### config.mk
export PLATFORM = sky130hd
export DESIGN_NAME = trbg_word_collector
export DESIGN_NICKNAME = d
export VERILOG_FILES = /design/src/rtl/trbg_word_collector.sv
export SDC_FILE = /design/constraint.sdc
export NUM_CORES = 1
export LEC_CHECK = 0
export CAP_MARGIN = 20
export CORE_MARGIN = 8
export CORE_UTILIZATION = 25
export DETAILED_ROUTE_END_ITERATION = 6
export PLACE_DENSITY_LB_ADDON = 0.08
export SLEW_MARGIN = 15
export SYNTH_ARGS = -nofsm -noshare
export SYNTH_HDL_FRONTEND = slang
export SYNTH_SLANG_ARGS = --single-unit
export TNS_END_PERCENT = 30
### constraint.sdc
create_clock -name clk -period 2.1 [get_ports clk]
set_input_delay 0.42 -clock clk [delete_from_list [all_inputs] [get_ports clk]]
set_output_delay 0.42 -clock clk [all_outputs]
set_load 0.1 [all_outputs]
### src/rtl/trbg_word_collector.sv
`default_nettype none
// +--------------------------------------------------------------------------+
// | Module   : trbg_word_collector                                           |
// | Purpose  : XOR-combines N_CH synchronised entropy bits, applies a        |
// |            repetition-count health test, and packs accepted bits into    |
// |            OUT_W-bit words on a valid/ready output.                      |
// | Options  : TRBG_VN_DEBIAS_EN enables von Neumann debiasing of samples.   |
// | Revision : 1.0 - initial release                                         |
// +--------------------------------------------------------------------------+
module trbg_word_collector #(
  parameter int N_CH      = 2,
  parameter int OUT_W     = 8,
  parameter int RCT_LIMIT = 8
) (
  input  logic             clk,
  input  logic             reset_n,
  input  logic             ena,
  input  logic             sample_en,
  input  logic [N_CH-1:0]  raw_in,
  output logic [OUT_W-1:0] rnd_data,
  output logic             rnd_valid,
  input  logic             rnd_ready,
  output logic             overrun,
  output logic             health_fail
);

  localparam int c_cnt_w = $clog2(OUT_W);
  localparam int c_rct_w = $clog2(RCT_LIMIT + 1);
  localparam logic [c_cnt_w-1:0] c_last_bit = c_cnt_w'(OUT_W - 1);
  localparam logic [c_cnt_w-1:0] c_cnt_one  = c_cnt_w'(1);
  localparam logic [c_rct_w-1:0] c_rct_one  = c_rct_w'(1);
  localparam logic [c_rct_w-1:0] c_rct_max  = c_rct_w'(RCT_LIMIT);

  typedef enum logic [1:0] {
    S_IDLE = 2'd0,
    S_FILL = 2'd1,
    S_FULL = 2'd2,
    S_FAIL = 2'd3
  } state_t;

  state_t             r_state;
  logic [N_CH-1:0]    r_sync1;
  logic [N_CH-1:0]    r_sync2;
  logic [OUT_W-1:0]   r_sr;
  logic [c_cnt_w-1:0] r_bit_cnt;
  logic [c_rct_w-1:0] r_rct_cnt;
  logic               r_prev_bit;
  logic [OUT_W-1:0]   r_rnd_data;
  logic               r_rnd_valid;
  logic               r_overrun;
  logic               r_health_fail;

  logic               w_raw_bit;
  logic               w_sample;
  logic               w_handshake;
  logic               w_out_free;
  logic [c_rct_w-1:0] w_rct_next;
  logic               w_rct_trip;
  logic               w_acc;
  logic               w_acc_bit;
  logic [OUT_W-1:0]   w_word;

  always_ff @(posedge clk or negedge reset_n) begin
    if (!reset_n) begin
      r_sync1 <= '0;
      r_sync2 <= '0;
    end else begin
      r_sync1 <= raw_in;
      r_sync2 <= r_sync1;
    end
  end

  assign w_raw_bit   = ^r_sync2;
  assign w_sample    = ena && sample_en && (r_state != S_FAIL);
  assign w_handshake = r_rnd_valid && rnd_ready;
  assign w_out_free  = !r_rnd_valid || rnd_ready;
  // A zero count marks the first sample after IDLE, which always starts a new run.
  assign w_rct_next  = ((r_rct_cnt != '0) && (w_raw_bit == r_prev_bit)) ? (r_rct_cnt + c_rct_one) : c_rct_one;
  assign w_rct_trip  = w_sample && (w_rct_next == c_rct_max);
  assign w_word      = {r_sr[OUT_W-2:0], w_acc_bit};

`ifdef TRBG_VN_DEBIAS_EN
  logic r_vn_have;
  logic r_vn_first;

  always_ff @(posedge clk or negedge reset_n) begin
    if (!reset_n) begin
      r_vn_have  <= 1'b0;
      r_vn_first <= 1'b0;
    end else if (!ena || (r_state == S_FAIL) || w_rct_trip) begin
      r_vn_have  <= 1'b0;
      r_vn_first <= 1'b0;
    end else if (w_sample) begin
      r_vn_have <= !r_vn_have;
      if (!r_vn_have) begin
        r_vn_first <= w_raw_bit;
      end
    end
  end

  // Pair 01 yields 0 and 10 yields 1, i.e. the first sample of an unequal pair.
  assign w_acc     = w_sample && r_vn_have && (r_vn_first != w_raw_bit);
  assign w_acc_bit = r_vn_first;
`else
  assign w_acc     = w_sample;
  assign w_acc_bit = w_raw_bit;
`endif

  always_ff @(posedge clk or negedge reset_n) begin
    if (!reset_n) begin
      r_state       <= S_IDLE;
      r_sr          <= '0;
      r_bit_cnt     <= '0;
      r_rct_cnt     <= '0;
      r_prev_bit    <= 1'b0;
      r_rnd_data    <= '0;
      r_rnd_valid   <= 1'b0;
      r_overrun     <= 1'b0;
      r_health_fail <= 1'b0;
    end else begin
      r_overrun <= 1'b0;
      if (r_state == S_FAIL) begin
        r_sr        <= '0;
        r_bit_cnt   <= '0;
        r_rct_cnt   <= '0;
        r_rnd_data  <= '0;
        r_rnd_valid <= 1'b0;
      end else if (!ena) begin
        r_state   <= S_IDLE;
        r_sr      <= '0;
        r_bit_cnt <= '0;
        r_rct_cnt <= '0;
        if (w_handshake) begin
          r_rnd_valid <= 1'b0;
        end
      end else if (w_rct_trip) begin
        // Health failure overrides any word completing on the same edge.
        r_state       <= S_FAIL;
        r_health_fail <= 1'b1;
        r_sr          <= '0;
        r_bit_cnt     <= '0;
        r_rct_cnt     <= '0;
        r_rnd_data    <= '0;
        r_rnd_valid   <= 1'b0;
      end else begin
        if (w_sample) begin
          r_rct_cnt  <= w_rct_next;
          r_prev_bit <= w_raw_bit;
        end
        if (r_state == S_FULL) begin
          if (w_acc) begin
            r_overrun <= 1'b1;
          end
          if (w_handshake) begin
            r_rnd_data <= r_sr;
            r_sr       <= '0;
            r_bit_cnt  <= '0;
            r_state    <= S_FILL;
          end
        end else begin
          r_state <= S_FILL;
          if (w_handshake) begin
            r_rnd_valid <= 1'b0;
          end
          if (w_acc) begin
            if (r_bit_cnt == c_last_bit) begin
              r_bit_cnt <= '0;
              if (w_out_free) begin
                r_rnd_data  <= w_word;
                r_rnd_valid <= 1'b1;
                r_sr        <= '0;
              end else begin
                r_sr    <= w_word;
                r_state <= S_FULL;
              end
            end else begin
              r_sr      <= w_word;
              r_bit_cnt <= r_bit_cnt + c_cnt_one;
            end
          end
        end
      end
    end
  end

  assign rnd_data    = r_rnd_data;
  assign rnd_valid   = r_rnd_valid;
  assign overrun     = r_overrun;
  assign health_fail = r_health_fail;

endmodule
`default_nettype wire

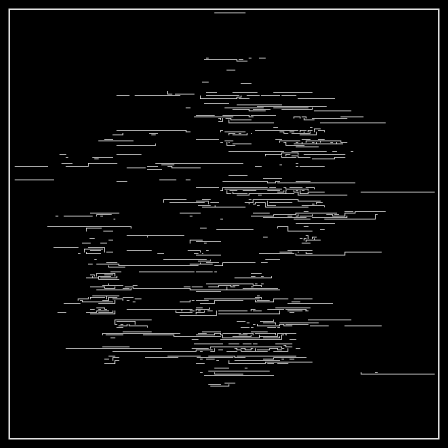
Figure 1: metal 1.
share of all routed wire: 49%
main direction: horizontal

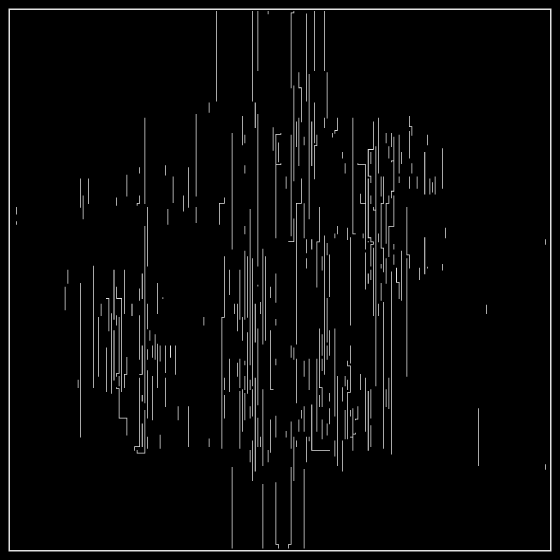
Figure 2: signal wires on met2.
share of all routed wire: 47%
nets with wire on the layer: 165
main direction: vertical
wire length on this layer: 1900 microns

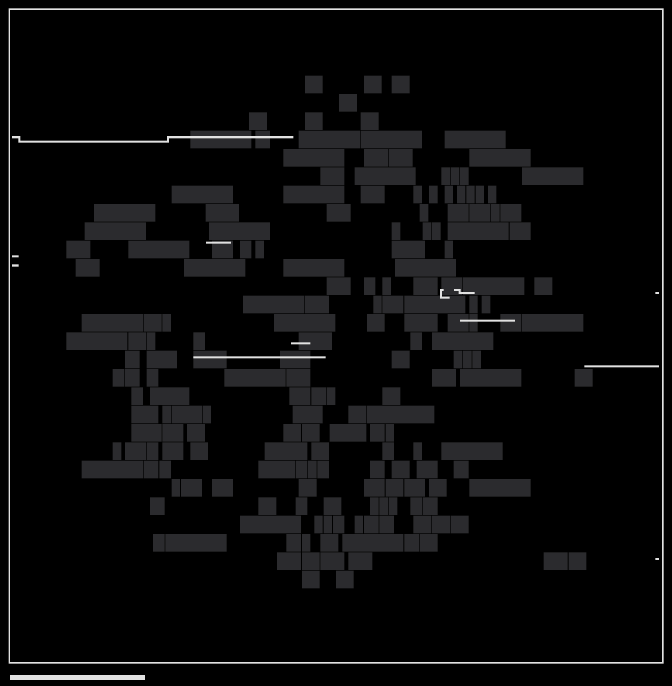
Figure 3: metal 3.
Bar = 20 microns. Cells faint in the background.
main direction: horizontal
wire length on this layer: 94.3 microns

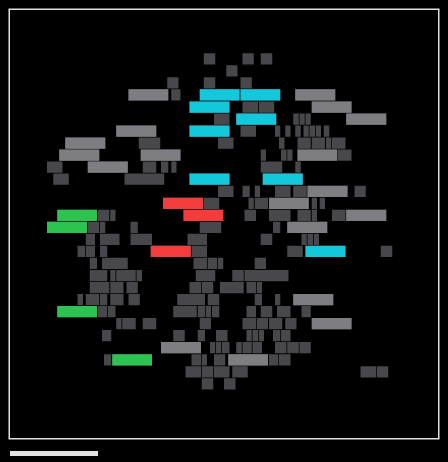
Figure 4: register map, names as in the netlist.
Bar = 20 microns. Other sequential cells in the stronger gray, the rest of the logic in the fainter gray.
legend:
  rnd_data:
    color: cyan
    sequential_cells: 8
    where: top middle
  r_rct_cnt:
    color: green
    sequential_cells: 4
  r_bit_cnt:
    color: red
    sequential_cells: 3

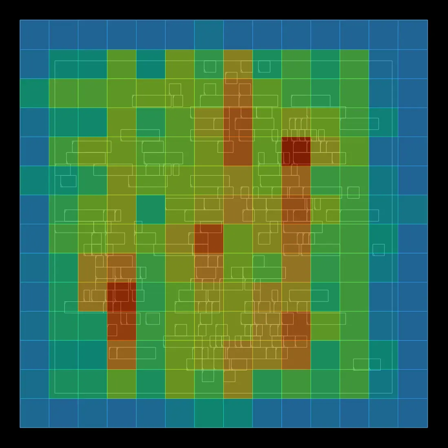
Figure 5: routing congestion map.
GRT Util Overall: 8.91%
Avg WL per Cell: 15.0 microns
met3 usage: 2.49%
met1 usage: 10.8%

==> results.cfg <==
; generated from flow reports
[cells_and_area]
drive_gt1_share_pct = 24.1
final_nets = 201
area_growth_pct = 28.1
n_all_buffers = 37
logic_gate_count = 109
seq_area_sq_um = 826
n_fill_cell = 670
n_antenna_cell = 0
clkbuf_count = 6
comb_area_share_pct = 37.1
clock_area_share_pct = 3.96
largest_cell_class = sequential cells
combGateArea_sq_um = 774
final_common_cell = dfrtp_1
nFlopsAndLatches = 33
buf_share_pct = 14.0

[outcome]
status = finished, final reports clean

[logic_synthesis]
synth-async-reset-ratio_pct = 100
synthDistinctLibCells = 38
syn_area_sq_um = 1630
synth-main-ff-cell = dfrtp_1
floorplan.nets = 163
yosys-stat-cells = 152
syn-instance-count = 152
synthTopCellsByArea = dfrtp_1 51%, nand2_1 6.9%, a32o_1 6.1%
ys_ff = 33
synth_top_cell_by_area = dfrtp_1
edf_count = 0

[clock_tree]
clk_latency_ns = 0.28
root_buffer = clkbuf_8
cts_made_buffers = 5
cts.sinks = 33
h-tree-depth = 2
post-cts-setup-buffers = 0
hold_buffers = 0
clk_pin_slew_ns = 0.07

[power]
clkPwrFrac_pct = 36.7
seqPwrFrac_pct = 52.5
internal_power_uw = 944
pwr-share-comb_pct = 10.8
vdd_drop_max_uv = 311
p_switching_uw = 318

[sta]
rsz0062_at_grt = true
finalClockPeriodUsage_pct = 93.5
maxSlewHeadroom_pct = 55.7
hold_viol = 0
fin_crit_ns = 1.96
fin_skew_ns = 0.00306
worst_slack_ns = 0.136
tns_ns = 0
holdWs_ns = 0.350

[global_route]
grt_overflow_total = 0
antenna_found_initial = 0
grt_pass1_vias = 1390

[hold_path]
hold_path_class = flip-flop to flip-flop

[place]
placement.cell_area_sq_um = 1990
gp_congestion = 0.784
dp_hpwl_microns = 2930

[job]
warnings = 28
maxCapViolCount = 0

[die]
core_sq_um = 6310
io_pins = 18
fp-utilization_pct = 25.8

[detailed_routing]
drt_pass1_iterations = 4
drt_iter0_drc = 53
drc = 0
ant_nets = 0

[setup_path]
critPathMostFrequentCell = buf_4
cp_data_required_time_ns = 2.27
worst-path-max-fanout = 8
cp_slowest_cell = dfrtp_1
startpoint_type = flip-flop
crit_type = flip-flop to flip-flop
cp_num_buf_inv = 3
crit_arrival_ns = 2.13
critPathTopFamily = AND-OR/OR-AND gates
[cell usage after synthesis (all sizes together) (2+ instances only)]
cell	count
dfrtp	33
nand2	30
a32o	10
a22o	9
a21oi	7
nor2	7
nand2b	5
o21ai	5
clkbuf	4
ha	4
inv	4
nand3	4
nor2b	3
a311oi	2
a32oi	2
and2	2
and3	2
buf	2
xnor2	2
[stage by stage]
step	instances	power (mW)
2_1_floorplan	152	0.744
3_3_place_gp	260	0.809
3_5_place_dp	260	0.810
4_1_cts	268	1.28
5_1_grt	268	1.33
6_report	268	1.26
[power by group through the flow]
stage               clock, mW  sequential (mW)  combinational, mW
floorplan                   0            0.675             0.0686
global placement            0            0.675              0.135
detailed placement          0            0.675              0.135
CTS                     0.485            0.663              0.136
global route            0.513            0.665              0.152
finish                  0.463            0.663              0.136
[repair_timing]
item | CTS | global route
resized | 0 | 2
hold endpoints to repair | 0 | 0
setup endpoints to repair | 0 | 1
[worst paths after layout]
path / from / to / slack, ns / cells past startpoint
hold / removal: r_sync1[0] / r_sync2[0] / 0.35 / 0
setup / recovery: r_rct_cnt[0] / rnd_data[3] / 0.14 / 8
hold reg to reg: r_sync1[0] / r_sync2[0] / 0.35 / 0
min in group asynchronous: reset_n / r_state[1] / 0.54 / 2
max in group asynchronous: reset_n / r_prev_bit / 1.23 / 2
setup reg to reg: r_rct_cnt[0] / rnd_data[3] / 0.14 / 8
[cell families after synthesis]
group           count (synthesis)  synth area share [%]
compound gates                 45                  24.2
xor+xnor                        3                  2.61
fa+ha+maj                       4                  3.07
buf+inv                        10                  2.61
flops                          33                  50.7
simple gates                   57                  16.8
[metal layers]
metal	vias up	GRT usage (%)	wire [microns]
met1	648	10.8	1970
met2	15	14.2	1900
met5	-	0	0
li1	638	-	-
met4	0	4.14	47
met3	4	2.49	94
Power is estimated from default activity; no workload was simulated.
